File: src/rtl/mmio_uart_pkg.sv
// Shared register map, bit positions and UART state encoding for the MMIO UART.
package mmio_uart_pkg;

    localparam logic [3:0] UART_TXDATA = 4'h0;
    localparam logic [3:0] UART_RXDATA = 4'h4;
    localparam logic [3:0] UART_STATUS = 4'h8;
    localparam logic [3:0] UART_CTRL   = 4'hC;

    localparam int unsigned ST_TX_FULL   = 0;
    localparam int unsigned ST_TX_EMPTY  = 1;
    localparam int unsigned ST_RX_EMPTY  = 2;
    localparam int unsigned ST_RX_FULL   = 3;
    localparam int unsigned ST_TX_BUSY   = 4;
    localparam int unsigned ST_OVERRUN   = 5;
    localparam int unsigned ST_FRAME_ERR = 6;
    localparam int unsigned ST_W         = 7;

    localparam int unsigned CTRL_TX_EN    = 0;
    localparam int unsigned CTRL_RX_EN    = 1;
    localparam int unsigned CTRL_IRQ_EN   = 2;
    localparam int unsigned CTRL_LOOPBACK = 3;
    localparam int unsigned CTRL_CLR_OVR  = 5;
    localparam int unsigned CTRL_CLR_FERR = 6;

    typedef enum logic [1:0] {IDLE, START, DATA, STOP} uart_state_t;

endpackage

File: src/rtl/mmio_uart_ctrl_sync_fifo.sv
// Synchronous FIFO with a combinational head; pops on empty are refused.
module sync_fifo #(
    parameter int unsigned WIDTH = 8,
    parameter int unsigned DEPTH = 8
) (
    input  logic             clk,
    input  logic             reset,
    input  logic             push,
    input  logic             pop,
    input  logic [WIDTH-1:0] din,
    output logic [WIDTH-1:0] head,
    output logic             full,
    output logic             empty
);
    localparam int unsigned PTR_W = $clog2(DEPTH);
    localparam int unsigned CNT_W = PTR_W + 1;

    logic [WIDTH-1:0] mem [DEPTH];
    logic [PTR_W-1:0] wr_ptr;
    logic [PTR_W-1:0] rd_ptr;
    logic [CNT_W-1:0] count;
    logic             do_push;
    logic             do_pop;

    assign empty   = (count == '0);
    assign full    = (count == CNT_W'(DEPTH));
    assign head    = mem[rd_ptr];
    assign do_pop  = pop & ~empty;
    // A push racing a refused pop on an empty FIFO is dropped with it.
    assign do_push = push & ~(pop & empty) & (~full | do_pop);

    always_ff @(posedge clk) begin
        if (do_push) begin
            mem[wr_ptr] <= din;
        end
    end

    always_ff @(posedge clk) begin
        if (!reset) begin
            wr_ptr <= '0;
            rd_ptr <= '0;
            count  <= '0;
        end else begin
            if (do_push) begin
                wr_ptr <= wr_ptr + PTR_W'(1);
            end
            if (do_pop) begin
                rd_ptr <= rd_ptr + PTR_W'(1);
            end
            if (do_push && !do_pop) begin
                count <= count + CNT_W'(1);
            end else if (do_pop && !do_push) begin
                count <= count - CNT_W'(1);
            end
        end
    end

endmodule

File: src/rtl/mmio_uart_ctrl.sv
// Memory-mapped UART: buffered TX/RX, sticky errors, loopback and level interrupt.
module mmio_uart_ctrl
    import mmio_uart_pkg::*;
#(
    parameter logic [31:0] BASE_ADDR    = 32'h0000_0400,
    parameter int unsigned FIFO_DEPTH   = 8,
    parameter int unsigned CLKS_PER_BIT = 16
) (
    input  logic        clk,
    input  logic        reset,
    input  logic        mem_write,
    input  logic        mem_read,
    input  logic [31:0] address,
    input  logic [31:0] write_data,
    output logic [31:0] read_data,
    output logic        hit,
    input  logic        rx,
    output logic        tx,
    output logic        irq
);
    localparam int unsigned CNT_W = $clog2(CLKS_PER_BIT);
    localparam logic [CNT_W-1:0] BIT_LAST  = CNT_W'(CLKS_PER_BIT - 1);
    localparam logic [CNT_W-1:0] HALF_LAST = CNT_W'(CLKS_PER_BIT / 2 - 1);

    logic [3:0]       offset;
    logic             wr_txdata, rd_rxdata, wr_ctrl;
    logic [3:0]       ctrl;
    logic             overrun, frame_err;
    logic [ST_W-1:0]  status;
    logic [7:0]       tx_head, rx_head;
    logic             tx_full, tx_empty, rx_full, rx_empty;
    logic             unused_bits;

    uart_state_t      tx_state, rx_state;
    logic [CNT_W-1:0] tx_cnt, rx_cnt;
    logic [2:0]       tx_idx, rx_idx;
    logic [7:0]       tx_shift, rx_shift;
    logic             tx_bit, tx_bit_end, tx_pop;
    logic             rx_s1, rx_s2, rx_prev, rx_in;
    logic             rx_bit_end, rx_stop_done, rx_push, overrun_set, ferr_set;

    assign unused_bits = &{1'b0, address[1:0], write_data[31:8]};

    // Bus decode; the low two address bits are don't-care.
    assign offset    = {address[3:2], 2'b00};
    assign hit       = (address[31:4] == BASE_ADDR[31:4]);
    assign wr_txdata = mem_write & hit & (offset == UART_TXDATA);
    assign wr_ctrl   = mem_write & hit & (offset == UART_CTRL);
    assign rd_rxdata = mem_read & hit & (offset == UART_RXDATA) & ~rx_empty;

    always_comb begin
        status               = '0;
        status[ST_TX_FULL]   = tx_full;
        status[ST_TX_EMPTY]  = tx_empty;
        status[ST_RX_EMPTY]  = rx_empty;
        status[ST_RX_FULL]   = rx_full;
        status[ST_TX_BUSY]   = (tx_state != IDLE);
        status[ST_OVERRUN]   = overrun;
        status[ST_FRAME_ERR] = frame_err;
    end

    always_comb begin
        read_data = '0;
        if (hit) begin
            case (offset)
                UART_RXDATA: if (!rx_empty) read_data = {23'b0, 1'b1, rx_head};
                UART_STATUS: read_data = 32'(status);
                UART_CTRL:   read_data = {28'b0, ctrl};
                default:     read_data = '0;
            endcase
        end
    end

    assign irq = ctrl[CTRL_IRQ_EN] & (~rx_empty | overrun | frame_err);
    assign tx  = tx_bit | ctrl[CTRL_LOOPBACK];

    sync_fifo #(.WIDTH(8), .DEPTH(FIFO_DEPTH)) u_tx_fifo (
        .clk(clk), .reset(reset), .push(wr_txdata), .pop(tx_pop),
        .din(write_data[7:0]), .head(tx_head), .full(tx_full), .empty(tx_empty)
    );

    sync_fifo #(.WIDTH(8), .DEPTH(FIFO_DEPTH)) u_rx_fifo (
        .clk(clk), .reset(reset), .push(rx_push), .pop(rd_rxdata),
        .din(rx_shift), .head(rx_head), .full(rx_full), .empty(rx_empty)
    );

    // Control register and sticky flags; a set event beats a same-cycle clear.
    always_ff @(posedge clk) begin
        if (!reset) begin
            ctrl      <= '0;
            overrun   <= 1'b0;
            frame_err <= 1'b0;
        end else begin
            if (wr_ctrl) begin
                ctrl <= write_data[3:0];
            end
            if (overrun_set) begin
                overrun <= 1'b1;
            end else if (wr_ctrl && write_data[CTRL_CLR_OVR]) begin
                overrun <= 1'b0;
            end
            if (ferr_set) begin
                frame_err <= 1'b1;
            end else if (wr_ctrl && write_data[CTRL_CLR_FERR]) begin
                frame_err <= 1'b0;
            end
        end
    end

    assign tx_bit_end = (tx_cnt == BIT_LAST);
    assign tx_pop     = ctrl[CTRL_TX_EN] & ~tx_empty &
                        ((tx_state == IDLE) | ((tx_state == STOP) & tx_bit_end));

    always_ff @(posedge clk) begin
        if (!reset) begin
            tx_state <= IDLE;
            tx_cnt   <= '0;
            tx_idx   <= '0;
            tx_shift <= '0;
            tx_bit   <= 1'b1;
        end else begin
            if (tx_state == IDLE || tx_bit_end) begin
                tx_cnt <= '0;
            end else begin
                tx_cnt <= tx_cnt + CNT_W'(1);
            end
            case (tx_state)
                IDLE: begin
                    tx_bit <= 1'b1;
                    if (tx_pop) begin
                        tx_shift <= tx_head;
                        tx_bit   <= 1'b0;
                        tx_state <= START;
                    end
                end
                START: if (tx_bit_end) begin
                    tx_idx   <= '0;
                    tx_bit   <= tx_shift[0];
                    tx_state <= DATA;
                end
                DATA: if (tx_bit_end) begin
                    if (tx_idx == 3'd7) begin
                        tx_bit   <= 1'b1;
                        tx_state <= STOP;
                    end else begin
                        tx_idx   <= tx_idx + 3'd1;
                        tx_shift <= {1'b0, tx_shift[7:1]};
                        tx_bit   <= tx_shift[1];
                    end
                end
                STOP: if (tx_bit_end) begin
                    // Chain straight into the next start bit when data is queued.
                    if (tx_pop) begin
                        tx_shift <= tx_head;
                        tx_bit   <= 1'b0;
                        tx_state <= START;
                    end else begin
                        tx_state <= IDLE;
                    end
                end
            endcase
        end
    end

    assign rx_in = ctrl[CTRL_LOOPBACK] ? tx_bit : rx_s2;

    always_ff @(posedge clk) begin
        if (!reset) begin
            rx_s1   <= 1'b1;
            rx_s2   <= 1'b1;
            rx_prev <= 1'b1;
        end else begin
            rx_s1   <= rx;
            rx_s2   <= rx_s1;
            rx_prev <= rx_in;
        end
    end

    assign rx_bit_end   = (rx_cnt == BIT_LAST);
    assign rx_stop_done = (rx_state == STOP) & rx_bit_end;
    assign rx_push      = rx_stop_done & rx_in & ~rx_full;
    assign overrun_set  = rx_stop_done & rx_in & rx_full;
    assign ferr_set     = rx_stop_done & ~rx_in;

    // Receiver: half-bit start qualification, then whole-bit steps to each mid-bit.
    always_ff @(posedge clk) begin
        if (!reset) begin
            rx_state <= IDLE;
            rx_cnt   <= '0;
            rx_idx   <= '0;
            rx_shift <= '0;
        end else begin
            case (rx_state)
                IDLE: begin
                    rx_cnt <= '0;
                    if (ctrl[CTRL_RX_EN] && rx_prev && !rx_in) begin
                        rx_state <= START;
                    end
                end
                START: begin
                    if (rx_cnt == HALF_LAST) begin
                        rx_cnt   <= '0;
                        rx_idx   <= '0;
                        rx_state <= rx_in ? IDLE : DATA;
                    end else begin
                        rx_cnt <= rx_cnt + CNT_W'(1);
                    end
                end
                DATA: begin
                    if (rx_bit_end) begin
                        rx_cnt   <= '0;
                        rx_shift <= {rx_in, rx_shift[7:1]};
                        if (rx_idx == 3'd7) begin
                            rx_state <= STOP;
                        end else begin
                            rx_idx <= rx_idx + 3'd1;
                        end
                    end else begin
                        rx_cnt <= rx_cnt + CNT_W'(1);
                    end
                end
                STOP: begin
                    if (rx_bit_end) begin
                        rx_cnt   <= '0;
                        rx_state <= IDLE;
                    end else begin
                        rx_cnt <= rx_cnt + CNT_W'(1);
                    end
                end
            endcase
        end
    end

endmodule

File: config.mk
export PLATFORM = sky130hd
export DESIGN_NAME = mmio_uart_ctrl
export DESIGN_NICKNAME = d
export VERILOG_FILES = /design/src/rtl/mmio_uart_pkg.sv /design/src/rtl/mmio_uart_ctrl_sync_fifo.sv /design/src/rtl/mmio_uart_ctrl.sv
export SDC_FILE = /design/constraint.sdc
export NUM_CORES = 1
export LEC_CHECK = 0
export ABC_AREA = 1
export ABC_CLOCK_PERIOD_IN_PS = 6570
export CAP_MARGIN = 5
export CORE_ASPECT_RATIO = 1.4
export CORE_MARGIN = 5
export CORE_UTILIZATION = 60
export DETAILED_ROUTE_END_ITERATION = 8
export GPL_ROUTABILITY_DRIVEN = 0
export GPL_TIMING_DRIVEN = 0
export PLACE_DENSITY_LB_ADDON = 0.2
export SYNTH_ARGS = -nofsm -noshare
export SYNTH_HDL_FRONTEND = slang
export SYNTH_SLANG_ARGS = --single-unit
File: constraint.sdc
create_clock -name clk -period 6.57 [get_ports clk]
set_clock_uncertainty 0.15 [all_clocks]
set_input_delay 0.9855 -clock clk [delete_from_list [all_inputs] [get_ports clk]]
set_output_delay 0.9855 -clock clk [all_outputs]
set_load 0.1 [all_outputs]
==> results.yml, run 1 <==
# implementation run metrics
floorplan:
  dieArea_sq_um: 17740
  fp.dieW_um: 114.0
  num_io_pins: 104
detailed_routing:
  highest-signal-layer: "met4"
  met1_length_um: 7666
  dr_wl_met3_um: 1030
  vias: 6869
  wl_um: 21220
setup_path:
  rrSetupSlack_ns: 3.33
  worstSetupEndpoint: "read_data[1]"
  crit_buf_inv: 3
  timing.rr.start: "tx_state[0]$_SDFFE_PN0P_"
  critPathTopFamily: "buffers and inverters"
  slowest_stage: "clkdlybuf4s50_1"
  critPathKind: "input pin to output pin"
  rr_worst_depth: 20
  cp.arrival_ns: 3.84
sta:
  slew_headroom_pct: 20.75
cts:
  clkSinkCount: 198
worst_hold_path:
  hold_depth: 1
outcome:
  status: "finished clean"
power_and_ir_drop:
  power_density_nw_per_um2: 249.0
synth:
  most_common_cell: "nand2_1"
## run 1: power breakdown
group	internal [mW]	leakage [nW]	switching [mW]
Sequential	1.34	1.58	0.0156
Combinational	0.0773	2.22	0.171
Clock	0.524	0.296	0.526
Total	1.94	4.10	0.713
## run 1: kinds of logic after synthesis
logic type / share of synthesized area, %
AND/OR/NAND/NOR: 19.57
flip-flops: 57.73
AND-OR/OR-AND: 11.06
buffers and inverters: 7.878
adder cells (fa/ha/maj): 3.333
XOR/XNOR: 0.3856
other: 0.04128
## run 1: sequential cells by signal, indices dropped and copies added, names as in the netlist, 2 cells and up, named ones only
signal and flops:
rx_idx 3, tx_shift 8, rx_shift 8, u_rx_fifo.wr_ptr 3, rx_cnt 4, tx_state 2, u_tx_fifo.rd_ptr 3, u_tx_fifo.count 4
tx_cnt 4, tx_idx 3, u_rx_fifo.rd_ptr 3, u_tx_fifo.wr_ptr 3, u_rx_fifo.count 4, ctrl 4, u_tx_fifo.mem 64, u_rx_fifo.mem 64
## run 1: worst register-to-register path, cell delays in order, from the launching register on
cell     delay, ns
dfxtp_1       0.42
inv_1         0.11
ha_1          0.21
inv_1         0.16
nand2_1       0.13
nand2_4       0.15
nand2_2       0.13
nand4_4       0.12
buf_6         0.15
inv_1         0.09
ha_1          0.22
inv_1         0.12
ha_1          0.24
nand2_1       0.06
nand2_1       0.04
a21oi_1       0.17
o21ai_0       0.11
a21o_1        0.18
nand2_1       0.07
nand2_1       0.05
nor2_1        0.10
## run 1: final cells by class
class / count / area [sq um]
flip-flops and latches: 198 / 5245
fillers: 1104 / 4279
multi-input cells: 639 / 3242
repair buffers: 61 / 580.6
clock buffers: 17 / 425.4
inverters: 108 / 410.4
plain buffers: 51 / 305.3
well taps: 192 / 240.2
clock inverters: 15 / 192.7
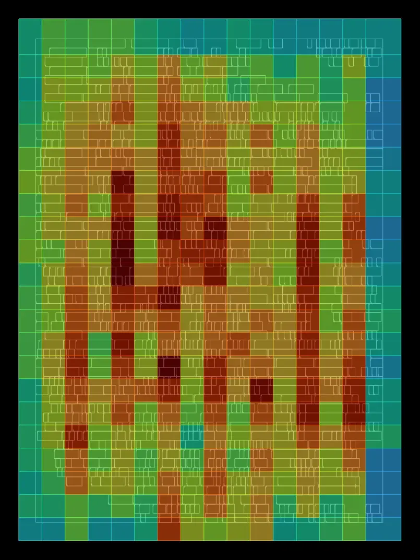
Run 1: track usage over the die
final core utilization: 71.32%
Wirelength per Cell: 16.56 um
met3 usage: 3.725%
met1 Resource Use GR: 27.46%
grt met2 use: 45.62%

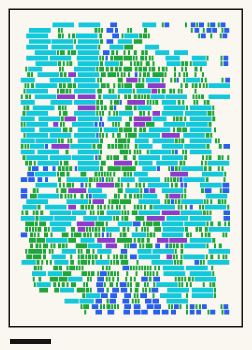
Run 1: placement by cell class
The bar under the picture is 20 um long.
legend:
  green:
    class: combinational and other logic
    cells: 747
    share_of_their_area: 35%
  blue:
    class: remaining buffers and delay cells
    cells: 112
    share_of_their_area: 8.5%
  cyan:
    class: sequential cells
    cells: 198
    share_of_their_area: 50%
  purple:
    class: clock drivers and dummy loads
    cells: 32
    share_of_their_area: 5.9%
row count: 53
Seq/total area: 49.29%
cell area after layout: 10640 sq um
core area: 14920 sq um

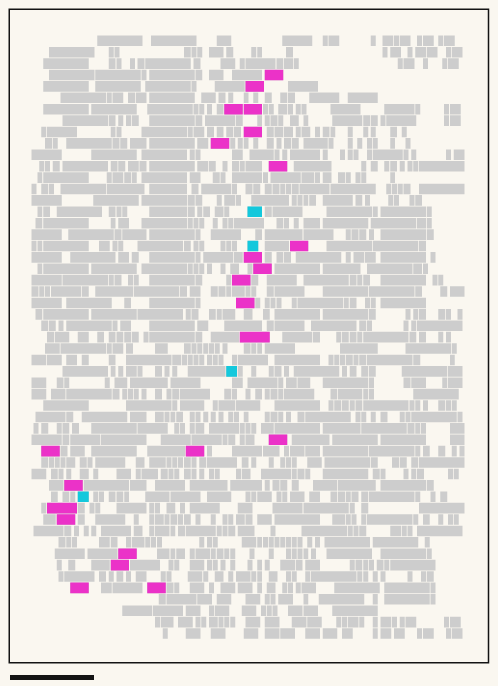
Run 1: selected gate families
The bar under the picture is 20 um long.
legend:
  magenta:
    family: fa/ha/maj cells
    cells: 23
  cyan:
    family: non-inverting ao/oa cells
    cells: 4
    where: center
Commonest Layout Cell: nand2_1
Comb area share: 30.46%

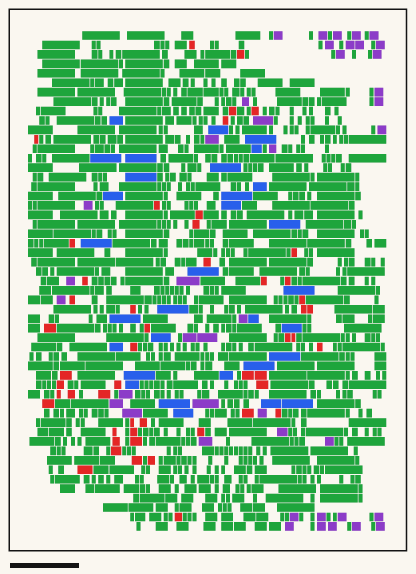
Run 1: cells by drive strength
The bar under the picture is 20 um long.
legend:
  red:
    size: _2 cells
    cells: 50
  green:
    size: _0 and _1 cells
    cells: 966
  purple:
    size: _3 and _4 cells
    cells: 42
  blue:
    size: _6 and larger
    cells: 31
minimum setup slack in the final design: 1.598 ns
Signal buffers: 112
synth-to-layout area growth: 17.13%

--- run 2 (diff from run 1) ---
- ABC_CLOCK_PERIOD_IN_PS: 6570 -> 4000
- CORE_UTILIZATION: 60 -> 51
- clock period: 6.57 -> 4 ns (I/O delays scaled with it)
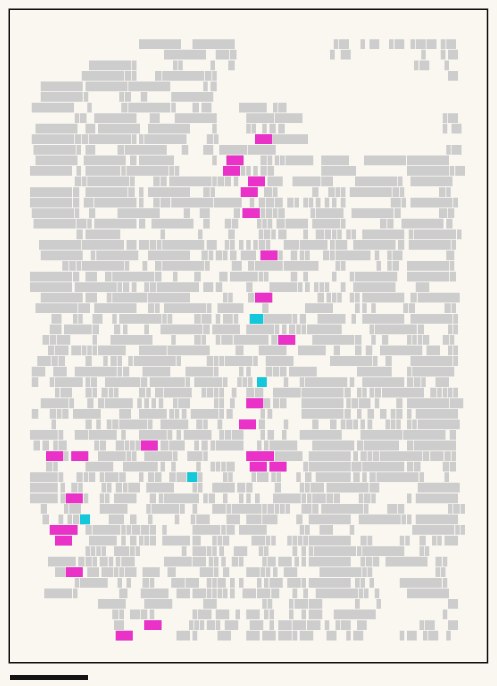
Run 2: selected gate families
The bar under the picture is 20 um long.
legend:
  magenta:
    family: fa/ha/maj cells
    cells: 23
  cyan:
    family: non-inverting ao/oa cells
    cells: 4
Non-Filler Instances: 1325
Comb area share: 30.47%

==> run 2 against run 1 <==
Global-route usage is 3.2 points lower. Flip-flop count stayed put. Register-to-register slack worse by 2.4 ns. Worst setup slack worse by 1.5 ns. Die size is 16% higher. Non-clock buffer count stayed put. Via count is 2.2% lower. Area after synthesis stayed put. Power is 61% higher. Hold slack worse by 0.013 ns. Largest cell class unchanged. Highest routed layer unchanged.
==> results.yml, run 2 <==
# implementation run metrics
setup_path:
  critPathTopFamily: "buffers and inverters"
  timing.rr.start: "tx_state[0]$_SDFFE_PN0P_"
  crit_buf_inv: 3
  cp.arrival_ns: 3.12
  slowest_stage: "clkdlybuf4s50_1"
floorplan:
  fp.dieW_um: 122.8
  num_io_pins: 104
  fp.coreArea_sq_um: 17470
  dieArea_sq_um: 20620
layout:
  num-fill-cells: 1477
  areaGrowthSynthToFinish_pct: 16.91
  final_common_cell: "nand2_1"
  mi_logic_area_sq_um: 3237
  flop_area_sq_um: 5245
synth:
  aoi_share_pct: 11.06
  most_common_cell: "nand2_1"
  synth-xor-area-share_pct: 0.3856
  logic_family: "simple AND/OR/NAND/NOR gates"
  fa_ha_area_share_pct: 3.333
outcome:
  status: "finished clean"
detailed_routing:
  wl_um: 20920
  vias: 6720
power_and_ir_drop:
  power_density_nw_per_um2: 402.5
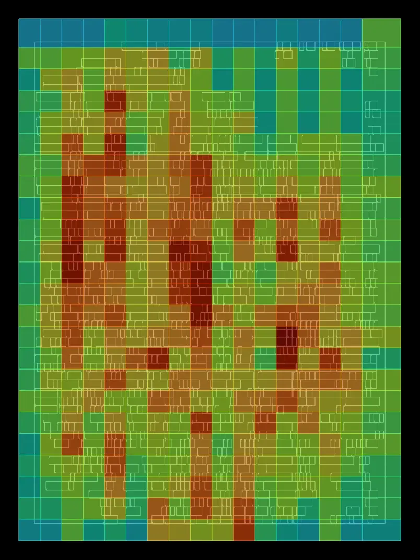
Run 2: track usage over the die
final core utilization: 60.79%
Wirelength per Cell: 15.79 um
met1 Resource Use GR: 23.08%

[run 2: cell counts after synthesis]
No cell type changed its count.
[run 2: final timing paths]
path | end | slack [ns] | cells after the start
worst max register to register | u_tx_fifo.count[3]$_SDFFE_PN0P_ | 0.89 | 20
worst min register to register | rx_s2$_SDFF_PN1_ | 0.27 | 1
worst min-delay path | rx_s2$_SDFF_PN1_ | 0.27 | 1
worst max-delay path | read_data[7] | 0.13 | 10
[run 2: logic make-up after synthesis]
| kind of cell | count (synthesis) |
|---|---|
| compound gates | 177 |
| other cells | 1 |
| flops | 198 |
| simple gates | 412 |
| fa+ha+maj | 23 |
| xor+xnor | 4 |
| buf+inv | 159 |
[run 2: per-layer routing]
| layer | GRT usage [%] | wire length [um] |
|---|---|---|
| met1 | 23.08 | 7965 |
| met2 | 40.63 | 11600 |
| met3 | 3.255 | 758 |
| met4 | 8.577 | 594 |
| met5 | 0 | 0 |
[run 2: stage by stage]
step	power, mW	worst slack [ns]	area, sq um	TNS (ns)
after floorplan	2.562	-0.1855	9168	-0.9445
after global placement	2.667	-0.2421	9993	-1.038
final	4.275	0.1305	10620	0
after detailed placement	2.671	-0.2545	10060	-1.068
after CTS	4.296	0.05427	10620	0
after global routing	4.436	0.01470	10620	0
[run 2: cell type report]
type	count	share of cell area (%)
buffer	51	2.874
clock buffer	17	4.005
clock inverter	15	1.343
inverter	108	3.864
multi-input combinational	639	30.47
sequential	198	49.38
tap	236	2.780
timing repair buffer	61	5.277
[run 2: where the power goes]
group | internal [mW] | switching (mW) | leakage, nW
registers | 2.20 | 0.0239 | 1.58
clock network | 0.876 | 0.773 | 0.283
logic | 0.126 | 0.281 | 2.24
[run 2: repair_timing]
action	in CTS	in global routing
resized	7	11
endpoints found under the hold margin	0	0
buffers inserted	0	0
endpoints found under the setup margin	7	5
--- run 3 (diff from run 2) ---
- ABC_CLOCK_PERIOD_IN_PS: 4000 -> 3200
- CORE_UTILIZATION: 51 -> 57
- DONT_BUFFER_PORTS: not set -> 1
- PLACE_DENSITY: not set -> 0.86
- PLACE_DENSITY_LB_ADDON: 0.2 -> not set
- clock period: 4 -> 3.2 ns (I/O delays scaled with it)
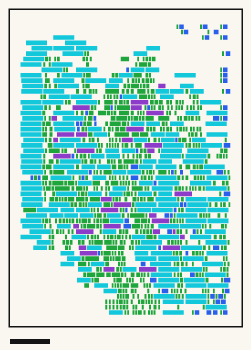
Run 3: placement by cell class
The bar under the picture is 20 um long.
legend:
  purple:
    class: clock drivers and dummy loads
    cells: 32
    share_of_their_area: 6.0%
  green:
    class: combinational and other logic
    cells: 747
    share_of_their_area: 37%
  blue:
    class: remaining buffers and delay cells
    cells: 68
    share_of_their_area: 4.6%
  cyan:
    class: sequential cells
    cells: 198
    share_of_their_area: 52%
core area: 15610 sq um
Seq/total area: 50.78%
cell area after layout: 10340 sq um
row count: 54

==> run 3 against run 2 <==
Power increased by 26%. Flip-flop count did not move. Design area shrank 2.7%. Largest cell class unchanged. Synthesized cell count did not move.
==> results.yml, run 3 <==
# implementation run metrics
synth:
  netlist_area_sq_um: 9085
  logic_family: "simple AND/OR/NAND/NOR gates"
  fa_ha_area_share_pct: 3.333
  synth-xor-area-share_pct: 0.3856
  most_common_cell: "nand2_1"
floorplan:
  fp.dieW_um: 116.7
detailed_routing:
  vias: 7018
  wl_per_cell_um: 18.00
  wl_um: 22340
  wl_met2_um: 11900
  met1_length_um: 7699
  dr_wl_met3_um: 1572
sta:
  setup_tns_ns: 0
  final-hold-violation-count: 0
  setup_slack_ns: 0.07162
  hold_ws_ns: 0.01083
power_and_ir_drop:
  power_mw: 5.371
  p_clk_share_pct: 39.6
  power_density_nw_per_um2: 519.7
  p_seq_share_pct: 51.6
  p_sw_share_pct: 27.04
  pwr-share-comb_pct: 8.8
  power.switching_mw: 1.452
global_routing:
  grt_use_met3_pct: 4.677
  gr-usage-met2_pct: 43.19
  grtUsageMet1_pct: 26.37
  top_usage_layer: "met2"
layout:
  final_util_pct: 66.23
  final_common_cell: "nand2_1"
placed_design:
  place_area_sq_um: 9465
setup_path:
  slowest_stage: "nor2_4"
  cp.arrival_ns: 2.50
cts:
  clkSinkCount: 198
  clock.latency.late_pin_ns: 0.44
outcome:
  status: "finished clean"
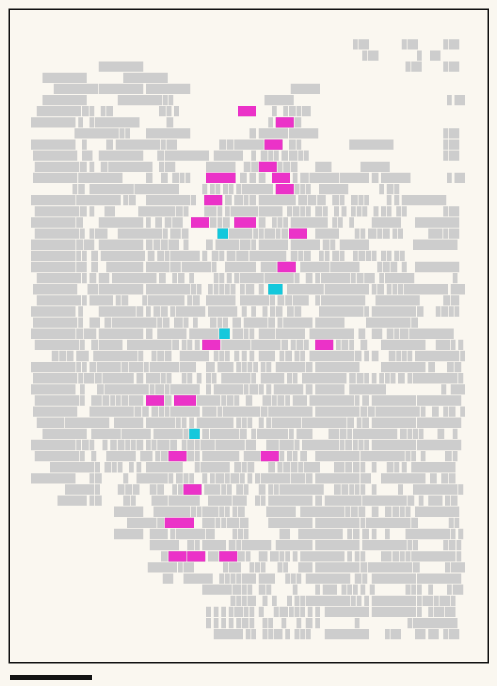
Run 3: selected gate families
The bar under the picture is 20 um long.
legend:
  cyan:
    family: non-inverting ao/oa cells
    cells: 4
    where: center
  magenta:
    family: fa/ha/maj cells
    cells: 23
Comb area share: 32.61%
Non-Filler Instances: 1241

run 3: cell count changes in the layout (fill, tap and decap cells not counted), sizes merged, moves of 2 or more:
cell / before / now
clkinvlp: 0 / 2
clkbuf: 36 / 32
dlygate4sd2: 2 / 0
dlygate4sd3: 0 / 8
clkdlybuf4s50: 46 / 0
run 3: critical path, delay by kind of cell:
kind / cells / cell delay (ns)
AND-OR/OR-AND: 2 / 0.77
buffers and inverters: 2 / 0.24
AND/OR/NAND/NOR: 4 / 0.98
run 3: power by group through the flow:
stage               Clock (mW)  Combinational, mW  Sequential (mW)
floorplan                    0              0.379             2.82
global placement             0              0.424             2.83
detailed placement           0              0.434             2.83
CTS                       2.14              0.461             2.77
global route              2.25              0.508             2.78
finish                    2.13              0.470             2.77
run 3: layout make-up:
cell class	instances	area, sq um
well taps	196	245.2
flip-flops and latches	198	5249
inverters	108	410.4
clock buffers	17	425.4
repair buffers	18	152.6
clock inverters	15	175.2
plain buffers	50	307.8
fillers	1103	5271
multi-input cells	639	3371
run 3: timing repair:
action / in CTS / in global routing
endpoints found under the setup margin: 32 / 10
cloned: 0 / 0
pin swaps: 1 / 8
resized: 13 / 23
setup buffers: 2 / 1
hold buffers: 8 / 0
endpoints found under the hold margin: 64 / 0
run 3: final timing paths:
path,from,endpoint,slack [ns],cells past startpoint
setup / recovery,address[20],read_data[0],0.07,8
hold / removal,rx,rx_s1$_SDFF_PN1_,0.01,1
setup reg to reg,rx_cnt[0]$_SDFF_PN0_,u_rx_fifo.mem[7][5]$_DFFE_PP_,0.17,9
hold reg to reg,rx_s1$_SDFF_PN1_,rx_s2$_SDFF_PN1_,0.27,1
run 3: cells by family after synthesis:
group / count (synthesis)
flops: 198
xor+xnor: 4
compound gates: 177
fa+ha+maj: 23
other cells: 1
simple gates: 412
buf+inv: 159
Power is estimated from default activity; no workload was simulated.
